### src/rtl/branch_pkg.sv
// Shared branch-unit definitions: BrOp encodings, BHT counter type and its
// saturating update rule.
package branch_pkg;

    localparam logic [4:0] BR_NONE = 5'b00000;
    localparam logic [4:0] BR_JUMP = 5'b10000;
    localparam logic [4:0] BR_EQ   = 5'b01000;
    localparam logic [4:0] BR_NE   = 5'b01001;
    localparam logic [4:0] BR_LT   = 5'b01100;
    localparam logic [4:0] BR_GE   = 5'b01101;
    localparam logic [4:0] BR_LTU  = 5'b01110;
    localparam logic [4:0] BR_GEU  = 5'b01111;

    typedef logic [1:0] bht_ctr_t;

    localparam bht_ctr_t BHT_RESET = 2'b01;

    // Two-bit saturating counter step: up on taken, down on not-taken.
    function automatic bht_ctr_t sat_update(input bht_ctr_t ctr, input logic taken);
        bht_ctr_t nxt;
        nxt = ctr;
        if (taken && ctr != 2'b11)
            nxt = ctr + 2'd1;
        else if (!taken && ctr != 2'b00)
            nxt = ctr - 2'd1;
        return nxt;
    endfunction

endpackage

### src/rtl/branch_predict_unit_if.sv
// EX-stage branch resolution bus: instruction, operands and carried prediction.
interface branch_predict_unit_if #(
    parameter int XLEN = 32
);
    logic            ex_valid_i;
    logic            ex_stall_i;
    logic [4:0]      ex_brop_i;
    logic [XLEN-1:0] ex_rs1_i;
    logic [XLEN-1:0] ex_rs2_i;
    logic [XLEN-1:0] ex_pc_i;
    logic [XLEN-1:0] ex_target_i;
    logic            ex_pred_taken_i;

    modport master (
        output ex_valid_i, ex_stall_i, ex_brop_i, ex_rs1_i, ex_rs2_i,
               ex_pc_i, ex_target_i, ex_pred_taken_i
    );

    modport slave (
        input ex_valid_i, ex_stall_i, ex_brop_i, ex_rs1_i, ex_rs2_i,
              ex_pc_i, ex_target_i, ex_pred_taken_i
    );
endinterface

### src/rtl/branch_predict_unit_cmp.sv
// Combinational BrOp decoder/comparator; also reused by EX forwarding logic.
module branch_cmp
    import branch_pkg::*;
#(
    parameter int XLEN = 32
) (
    input  logic [XLEN-1:0] rs1,
    input  logic [XLEN-1:0] rs2,
    input  logic [4:0]      brop,
    output logic            taken,
    output logic            is_cond,
    output logic            is_jump
);
    logic cond_res;

    assign is_jump = brop[4];
    assign is_cond = (brop[4:3] == 2'b01);

    always_comb begin
        cond_res = 1'b0;
        case (brop[2:0])
            BR_EQ[2:0]:  cond_res = (rs1 == rs2);
            BR_NE[2:0]:  cond_res = (rs1 != rs2);
            BR_LT[2:0]:  cond_res = ($signed(rs1) <  $signed(rs2));
            BR_GE[2:0]:  cond_res = ($signed(rs1) >= $signed(rs2));
            BR_LTU[2:0]: cond_res = (rs1 <  rs2);
            BR_GEU[2:0]: cond_res = (rs1 >= rs2);
            default:     cond_res = 1'b0;  // 010/011: counted, never taken
        endcase
    end

    assign taken = is_jump | (is_cond & cond_res);
endmodule

### src/rtl/branch_predict_unit.sv
// Branch resolution with a PC-indexed 2-bit BHT, registered flush/redirect
// and branch/mispredict performance counters.
module branch_predict_unit
    import branch_pkg::*;
#(
    parameter int XLEN        = 32,
    parameter int BHT_ENTRIES = 16,
    parameter int CNT_W       = 16
) (
    input  logic             clk,
    input  logic             rst_n,
    input  logic [XLEN-1:0]  if_pc_i,
    output logic             if_pred_taken_o,
    branch_predict_unit_if.slave ex,
    output logic             flush_o,
    output logic [XLEN-1:0]  redirect_pc_o,
    output logic [CNT_W-1:0] br_count_o,
    output logic [CNT_W-1:0] mispred_count_o
);
    localparam int IDX_W = $clog2(BHT_ENTRIES);

    bht_ctr_t         bht [BHT_ENTRIES];
    logic [IDX_W-1:0] if_idx;
    logic [IDX_W-1:0] ex_idx;
    logic             taken;
    logic             is_cond;
    logic             is_jump;
    logic             resolve;
    logic             mispredict;
    logic             unused_if_pc;

    branch_cmp #(.XLEN(XLEN)) u_cmp (
        .rs1     (ex.ex_rs1_i),
        .rs2     (ex.ex_rs2_i),
        .brop    (ex.ex_brop_i),
        .taken   (taken),
        .is_cond (is_cond),
        .is_jump (is_jump)
    );

    assign if_idx = if_pc_i[IDX_W+1:2];
    assign ex_idx = ex.ex_pc_i[IDX_W+1:2];
    assign unused_if_pc = ^{if_pc_i[XLEN-1:IDX_W+2], if_pc_i[1:0]};

    // Read is from the registered array, so a same-cycle update is not visible.
    assign if_pred_taken_o = bht[if_idx][1];

    assign resolve    = ex.ex_valid_i && !ex.ex_stall_i;
    assign mispredict = resolve && (taken != ex.ex_pred_taken_i) && (is_jump || is_cond);

    always_ff @(posedge clk or negedge rst_n) begin
        if (!rst_n) begin
            for (int i = 0; i < BHT_ENTRIES; i++)
                bht[i] <= BHT_RESET;
        end else if (resolve && is_cond) begin
            bht[ex_idx] <= sat_update(bht[ex_idx], taken);
        end
    end

    always_ff @(posedge clk or negedge rst_n) begin
        if (!rst_n) begin
            flush_o       <= 1'b0;
            redirect_pc_o <= '0;
        end else begin
            flush_o <= mispredict;
            if (mispredict)
                redirect_pc_o <= taken ? ex.ex_target_i : ex.ex_pc_i + XLEN'(4);
        end
    end

    always_ff @(posedge clk or negedge rst_n) begin
        if (!rst_n) begin
            br_count_o      <= '0;
            mispred_count_o <= '0;
        end else begin
            if (resolve && is_cond)
                br_count_o <= br_count_o + CNT_W'(1);
            if (mispredict)
                mispred_count_o <= mispred_count_o + CNT_W'(1);
        end
    end
endmodule

### src/flat_wrapper.sv
// flat-port wrapper written by rule: the top's interface ports become plain ports
module branch_predict_unit_flat import branch_pkg::*;
#(
    parameter int XLEN        = 32,
    parameter int BHT_ENTRIES = 16,
    parameter int CNT_W       = 16
)
  (clk, rst_n, if_pc_i, if_pred_taken_o, flush_o, redirect_pc_o, br_count_o, mispred_count_o, ex_ex_valid_i, ex_ex_stall_i, ex_ex_brop_i, ex_ex_rs1_i, ex_ex_rs2_i, ex_ex_pc_i, ex_ex_target_i, ex_ex_pred_taken_i);
  branch_predict_unit_if #(.XLEN(XLEN)) ex_i ();
  input  logic clk;
  input  logic rst_n;
  input  logic [XLEN-1:0] if_pc_i;
  output logic if_pred_taken_o;
  output logic flush_o;
  output logic [XLEN-1:0] redirect_pc_o;
  output logic [CNT_W-1:0] br_count_o;
  output logic [CNT_W-1:0] mispred_count_o;
  input wire logic [$bits(ex_i.ex_valid_i)-1:0] ex_ex_valid_i;
  input wire logic [$bits(ex_i.ex_stall_i)-1:0] ex_ex_stall_i;
  input wire logic [$bits(ex_i.ex_brop_i)-1:0] ex_ex_brop_i;
  input wire logic [$bits(ex_i.ex_rs1_i)-1:0] ex_ex_rs1_i;
  input wire logic [$bits(ex_i.ex_rs2_i)-1:0] ex_ex_rs2_i;
  input wire logic [$bits(ex_i.ex_pc_i)-1:0] ex_ex_pc_i;
  input wire logic [$bits(ex_i.ex_target_i)-1:0] ex_ex_target_i;
  input wire logic [$bits(ex_i.ex_pred_taken_i)-1:0] ex_ex_pred_taken_i;
  assign ex_i.ex_valid_i = ex_ex_valid_i;
  assign ex_i.ex_stall_i = ex_ex_stall_i;
  assign ex_i.ex_brop_i = ex_ex_brop_i;
  assign ex_i.ex_rs1_i = ex_ex_rs1_i;
  assign ex_i.ex_rs2_i = ex_ex_rs2_i;
  assign ex_i.ex_pc_i = ex_ex_pc_i;
  assign ex_i.ex_target_i = ex_ex_target_i;
  assign ex_i.ex_pred_taken_i = ex_ex_pred_taken_i;
  branch_predict_unit #(.XLEN(XLEN), .BHT_ENTRIES(BHT_ENTRIES), .CNT_W(CNT_W)) u_core (.clk(clk), .rst_n(rst_n), .if_pc_i(if_pc_i), .if_pred_taken_o(if_pred_taken_o), .ex(ex_i), .flush_o(flush_o), .redirect_pc_o(redirect_pc_o), .br_count_o(br_count_o), .mispred_count_o(mispred_count_o));
endmodule
### config.mk
export PLATFORM = sky130hd
export DESIGN_NAME = branch_predict_unit_flat
export DESIGN_NICKNAME = d
export VERILOG_FILES = /design/src/rtl/branch_pkg.sv /design/src/rtl/branch_predict_unit_if.sv /design/src/rtl/branch_predict_unit_cmp.sv /design/src/rtl/branch_predict_unit.sv /design/src/flat_wrapper.sv
export SDC_FILE = /design/constraint.sdc
export NUM_CORES = 1
export LEC_CHECK = 0
export CORE_UTILIZATION = 45
export CTS_CLUSTER_DIAMETER = 100
export DETAILED_ROUTE_END_ITERATION = 16
export PLACE_DENSITY_LB_ADDON = 0.08
export REMOVE_ABC_BUFFERS = 1
export SLEW_MARGIN = 40
export SYNTH_ARGS = -nofsm -noshare
export SYNTH_HDL_FRONTEND = slang
export SYNTH_SLANG_ARGS = --single-unit
### constraint.sdc
create_clock -name clk -period 3.8 [get_ports clk]
set_clock_uncertainty 0.05 [all_clocks]
set_input_delay 0.76 -clock clk [delete_from_list [all_inputs] [get_ports clk]]
set_output_delay 0.76 -clock clk [all_outputs]
set_load 0.05 [all_outputs]
==> job_summary.md, run 1 <==
## PnR job results

| Metric | Value |
|---|---|
| Status | `finished clean` |
| Remaining antenna violation count after routing | `0` |
| YS chip area | `0.00618 mm2` |
| Crit. End Element | `flip-flop` |
| Fill cell total of the finished layout | `1016` |
| DP HPWL | `12400 um` |
| Power Dens Cells | `414 mW/mm2` |
| Switching Fraction | `0.381` |
| Combinational Gates | `477` |
| Hold Crit Class | `in -> async` |
| First-pass iteration count of the detailed router | `7` |
| Leakage | `4.12 nW` |
| Crit. Startpoint | `ex_ex_rs1_i[16]` |
| Dominant cell by count in the synthesized netlist | `sky130_fd_sc_hd__nand2_1` |
| Met2 wirelength from detailed routing | `8530 um` |
| DP Worst Slack | `-499 ps` |
| Final Net Count | `1073` |
| Layout clock buffers | `12` |
| Switch Pwr | `1.47 mW` |
| Shortest period the worst path allows | `3740 ps` |
| Worst path buffer plus inverter count | `3` |
| Critical path class | `in -> reg` |
| Tap Count | `176` |
| Flop and latch count out of synthesis | `97` |
| Met1 Usage GRT | `0.276` |
| Max-cap violation count | `0` |
| I/O pin count | `236` |
| Final setup violation count | `0` |
| Most Crowded Layer GR | `met2` |
| Final TNS setup | `0 ps` |
| Endpoint required time on the critical path | `4020 ps` |
| Final routed DRC violation total | `0` |
| And-or/or-and share of the synthesized area | `0.0911` |
| Peak supply drop | `198 uV` |
| Power Internal | `2.39 mW` |
| Number of DRC markers in iteration 0 | `254` |
| Core Footprint | `0.0133 mm2` |
| Power consumed by combinational cells | `1.59 mW` |
| CTS tree | `yes` |
| Post-synth cell types | `54` |
| Final worst-path setup slack | `60.3 ps` |
| Actual transition at the worst max-transition pin | `754 ps` |
| EDFF count, synth | `0` |
| Routed wire per std cell | `16.1 um` |
| Main flop type after synthesis | `sky130_fd_sc_hd__dfrtp_1` |
| Top logic cell by instance count in the layout | `sky130_fd_sc_hd__clkdlybuf4s50_1` |
| Register area share after synthesis | `0.396` |
| Cell with the biggest individual delay on the critical path | `sky130_fd_sc_hd__clkdlybuf4s50_1` |
| Die height | `119 um` |
| Crit-path max FO | `8` |
| H-tree lvl count | `3` |
| Vias in the first global route | `5511` |
| Placed cell count | `1022` |
| AND/OR/NAND/NOR Cells, Area Fraction | `0.178` |
| Area growth from synthesis to final layout | `51.3%` |
| Total power consumption of the routed design | `3.87 mW` |
| Smallest hold slack | `413 ps` |
| Worst path arrival time | `3960 ps` |
| Top power consumer group | `combinational cells` |
| Fraction of layout cells with a size suffix above 1 | `0.189` |
| Fraction of area in clock buffers and inverters | `0.0322` |
| Top cells by instance count after synthesis | `sky130_fd_sc_hd__nand2_1 (110), sky130_fd_sc_hd__dfrtp_1 (81), sky130_fd_sc_hd__o21ai_0 (63), sky130_fd_sc_hd__inv_1 (41), sky130_fd_sc_hd__ha_1 (40)` |
| Ys async rst share | `1.00` |
| Clock transition at the register clock pins on the worst setup and hold paths after CTS | `60 ps` |
| Total routing usage reported by global routing | `0.229` |
| Antenna violations before repair | `0` |
| Placer Congestion | `0.809` |
**Run 1: metal 2**

Cells faint in the background.
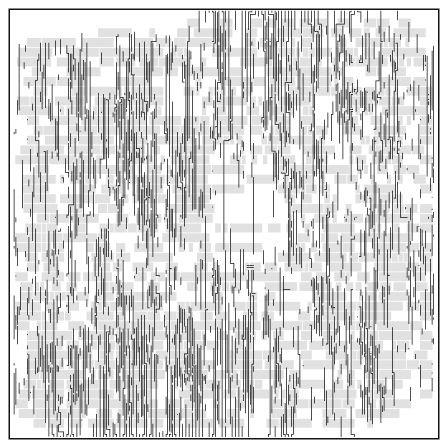
nets with wire on the layer: 910
wire length on this layer: 8530 um
final routed wirelength across all metal layers: 16800 um
GRT met2 Usage: 0.415
routed vias: 5483

**Run 1: gate-type map**

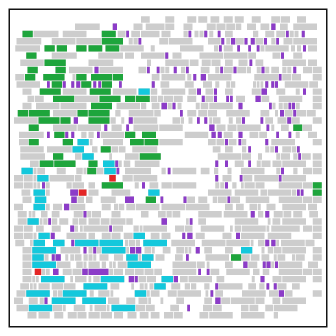
[purple] NAND gates | cells: 157 | most used: nand2_1 | where: spread over the die
[red] AND-OR and OR-AND gates | cells: 3
[green] multiplexers | cells: 55 | most used: mux2_2
[cyan] adder and majority cells | cells: 40 | most used: ha_1

**Run 1: sequential cells coloured by netlist name**

Other sequential cells in the stronger grey, the rest of the logic in the fainter grey.
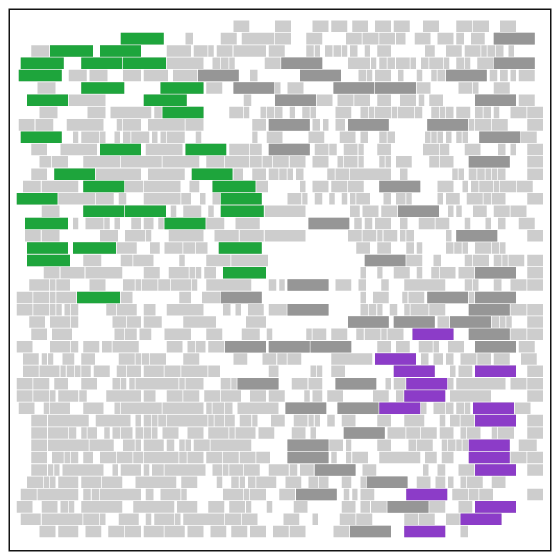
[green] u_core.bht | sequential cells: 32
[purple] u_core.mispred_count_o | sequential cells: 16 | where: south-east
footprint of the flip-flops and latches: 0.00245 mm2
utilization after layout: 0.703
fraction of area in registers: 0.262
power drawn by the sequential cells: 1.36 mW

**Run 1: routing congestion map**

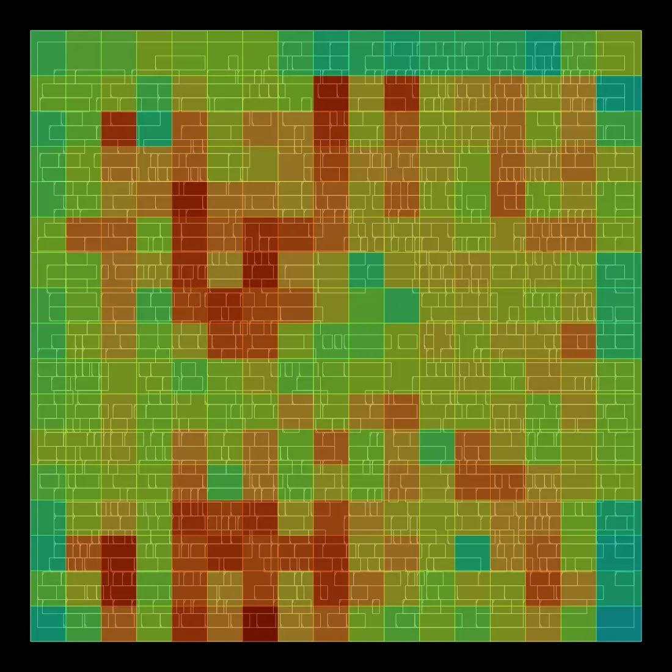

--- run 2 (diff from run 1) ---
--- a/config.mk
+++ b/config.mk
@@ -5,7 +5,9 @@
 export SDC_FILE = /design/constraint.sdc
 export NUM_CORES = 1
 export LEC_CHECK = 0
-export CORE_UTILIZATION = 45
+export CELL_PAD_IN_SITES_DETAIL_PLACEMENT = 1
+export CELL_PAD_IN_SITES_GLOBAL_PLACEMENT = 1
+export CORE_UTILIZATION = 33
 export CTS_CLUSTER_DIAMETER = 100
 export DETAILED_ROUTE_END_ITERATION = 16
 export PLACE_DENSITY_LB_ADDON = 0.08
==> constraint.sdc (replaced) <==
create_clock -name clk -period 3.8 [get_ports clk]
set_clock_uncertainty 0.05 [all_clocks]
set_input_delay 0.76 -clock clk [delete_from_list [all_inputs] [get_ports clk]]
set_output_delay 0.76 -clock clk [all_outputs]
set_load 0.1 [all_outputs]
**Run 2: routing congestion map**

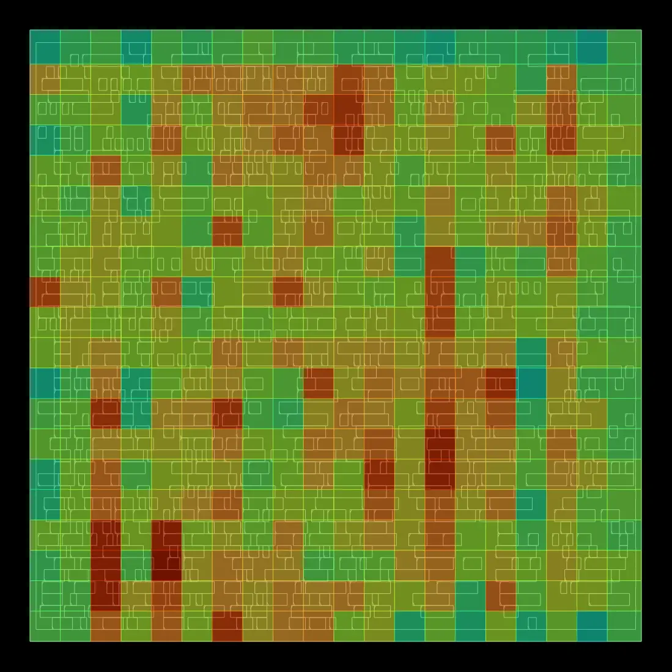
Routed wire per std cell: 17.3 um
utilization after layout: 0.511
met3 Resource Use GR: 0.0477
total routing usage reported by global routing: 0.195

**Run 2: gate-type map**

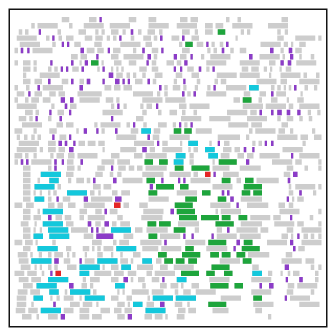
[green] multiplexers | cells: 55 | most used: mux2_2
[purple] NAND gates | cells: 157 | most used: nand2_1 | where: spread over the die
[red] AND-OR and OR-AND gates | cells: 3
[cyan] adder and majority cells | cells: 40 | most used: ha_4
fraction of standard cell area in multi-input logic: 0.425
Final Instance Count excl. Fillers: 1095
top logic cell by instance count in the layout: sky130_fd_sc_hd__nand2_1

**Run 2: sequential cells coloured by netlist name**

Other sequential cells in the stronger grey, the rest of the logic in the fainter grey.
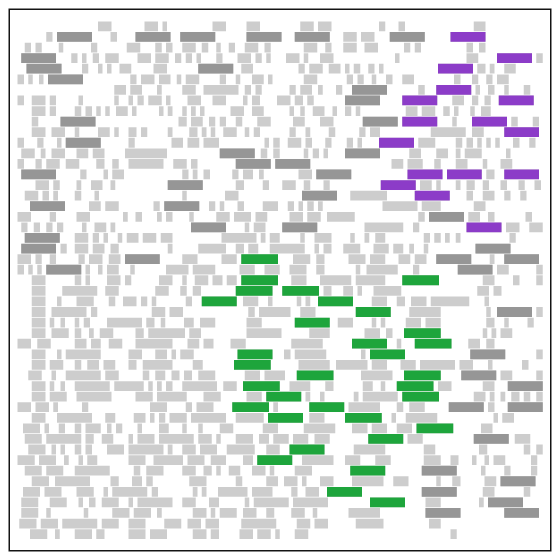
[purple] u_core.mispred_count_o | sequential cells: 16 | where: north-east
[green] u_core.bht | sequential cells: 32
not coloured: 49

==> run 2 against run 1 <==
Net effect:
- synthesized cell count did not move
- routed wire length rose by 13%
- die size rose by 36%
- sequential share of layout area rose by 0.24 points
- utilization fell by 19 points
- combinational power rose by 29%
- via count fell by 0.36%
==> job_summary.md, run 2 <==
## PnR job results

| Metric | Value |
|---|---|
| Crit-path max FO | `15 (+7)` |
| Final routed wirelength across all metal layers | `19000 um (+13%)` |
| Cell with the biggest individual delay on the critical path | `sky130_fd_sc_hd__mux4_2` |
| Smallest hold slack | `332 ps (-81.3 ps)` |
| Number of DRC markers in iteration 0 | `140 (-45%)` |
| Power drawn by the sequential cells | `1.36 mW (about the same)` |
| Worst path buffer plus inverter count | `4 (+1)` |
| Max-cap violation count | `0 (unchanged)` |
| Combinational fraction of design power | `0.466` |
| Number of buffers inserted for hold repair after clock tree synthesis | `0` |
| Core Footprint | `0.0181 mm2 (+36%)` |
| Final worst-path setup slack | `110 ps (+49.2 ps)` |
| Power Dens Cells | `474 mW/mm2 (+15%)` |
| Met2 wirelength from detailed routing | `9980 um (+17%)` |
| I/O Buffers | `207` |
| Die height | `139 um (+16%)` |
| Top cells by instance count after synthesis | `sky130_fd_sc_hd__nand2_1 (110), sky130_fd_sc_hd__dfrtp_1 (81), sky130_fd_sc_hd__o21ai_0 (63), sky130_fd_sc_hd__inv_1 (41), sky130_fd_sc_hd__ha_1 (40)` |
| Placed cell count | `1070 (+4.7%)` |
| Combinational Gates | `476 (-0.21%)` |
| Total CTS buffers | `9` |
| Tap Count | `229 (+30%)` |
| Leakage | `4.37 nW (+6.1%)` |
| Signal inverters | `41` |
| Clock transition at the register clock pins on the worst setup and hold paths after CTS | `80 ps (+20 ps)` |
| Crit. End Element | `flip-flop` |
| DP Worst Slack | `-594 ps (-95.9 ps)` |
| EDFF count, synth | `0 (unchanged)` |
| Total power consumption of the routed design | `4.40 mW (+14%)` |
| Final Net Count | `1069 (-0.37%)` |
| H-tree lvl count | `3 (unchanged)` |
| Kind of cell adding the most delay to the critical path | `multiplexers` |
| Fraction of layout cells with a size suffix above 1 | `0.269 (+0.0796)` |
| Tool warnings | `58` |
| Power consumed by combinational cells | `2.05 mW (+29%)` |
| First-pass iteration count of the detailed router | `6 (-1)` |
| Syn. warnings | `0` |
| Actual transition at the worst max-transition pin | `636 ps (-118 ps)` |
| Chip Width | `139 um` |
| YS chip area | `0.00618 mm2 (unchanged)` |
| Largest registers | `u_core.bht x32, u_core.redirect_pc_o x32` |
| Hold Crit Class | `in -> async` |
| Fill cell total of the finished layout | `2023 (+99%)` |
| Final Cell Area | `0.00927 mm2` |
| Layout clock buffers | `10 (-2)` |
| Max Buffers Root-to-Sink | `2` |
| Number of sequential cells in the layout | `97` |
| Fraction of area in registers | `0.264 (+0.00240)` |
| Met1 Usage GRT | `0.218 (-0.0580)` |
| GRT met2 Usage | `0.362 (-0.0532)` |
| DP HPWL | `14200 um (+15%)` |
| Comb. cell area | `0.00394 mm2` |
| Fraction of area in clock buffers and inverters | `0.0344 (+0.00219)` |
| Crit. Startpoint | `ex_ex_pc_i[2]` |
| Final TNS setup | `0 ps (unchanged)` |
| Switch Pwr | `2.12 mW (+44%)` |
| Met3 wire len | `1000 um` |
| Peak supply drop | `383 uV (+93%)` |
| Reg2reg end | `u_core.bht[5]$_DFFE_PN0P_` |
| Share of total power in the clock network | `0.225` |
| Fraction of post-synthesis cell area in the top cell type by area | `0.328` |
| Power Internal | `2.28 mW (-4.7%)` |
| Final setup violation count | `0 (unchanged)` |
| AND/OR/NAND/NOR Cells, Area Fraction | `0.178 (unchanged)` |
| Placer Congestion | `0.805 (-0.56%)` |
| Routed vias | `5463 (-0.36%)` |
| Most Crowded Layer GR | `met2` |
| Ys async rst share | `1.00 (unchanged)` |
| Final routed DRC violation total | `0 (unchanged)` |
| Power of the clock network | `0.991 mW` |
| Cell taking the most area after synthesis | `sky130_fd_sc_hd__dfrtp_1` |
| Antenna violations before repair | `1 (+1)` |
| Dominant cell by count in the synthesized netlist | `sky130_fd_sc_hd__nand2_1` |
| Main flop type after synthesis | `sky130_fd_sc_hd__dfrtp_1` |
| Register area share after synthesis | `0.396 (unchanged)` |
| Footprint of the flip-flops and latches | `0.00245 mm2 (unchanged)` |
| Vias in the first global route | `6111 (+11%)` |
| Switching Fraction | `0.482 (+0.100)` |
| Area growth from synthesis to final layout | `49.9%` |
| Critical Path Source Type | `input pin` |
| Top power consumer group | `combinational cells` |
| Critical path class | `in -> reg` |
| Non-clk buf share | `0.228` |
| First-pass GRT wire length | `30100 um` |
| CTS tree | `yes` |
| Shortest period the worst path allows | `3690 ps (-49.2 ps)` |
| And-or/or-and share of the synthesized area | `0.0911 (unchanged)` |
| Endpoint required time on the critical path | `3980 ps (-40 ps)` |
| Most numerous logic cells after layout | `sky130_fd_sc_hd__nand2_1 (110), sky130_fd_sc_hd__clkdlybuf4s50_1 (108), sky130_fd_sc_hd__dfrtp_1 (81), sky130_fd_sc_hd__buf_2 (65), sky130_fd_sc_hd__o21ai_0 (63)` |
| Worst path arrival time | `3870 ps (-90 ps)` |
| Remaining antenna violation count after routing | `0 (unchanged)` |
| Delay of the slowest critical-path stage | `580 ps` |
| Highest signal layer in the routed design | `met4` |
| Flop and latch count out of synthesis | `97 (unchanged)` |
| Post-synth cell types | `54 (unchanged)` |
| Status | `finished clean` |
| I/O pin count | `236 (unchanged)` |
No activity file was given, so power comes from the tool's default toggle rates.
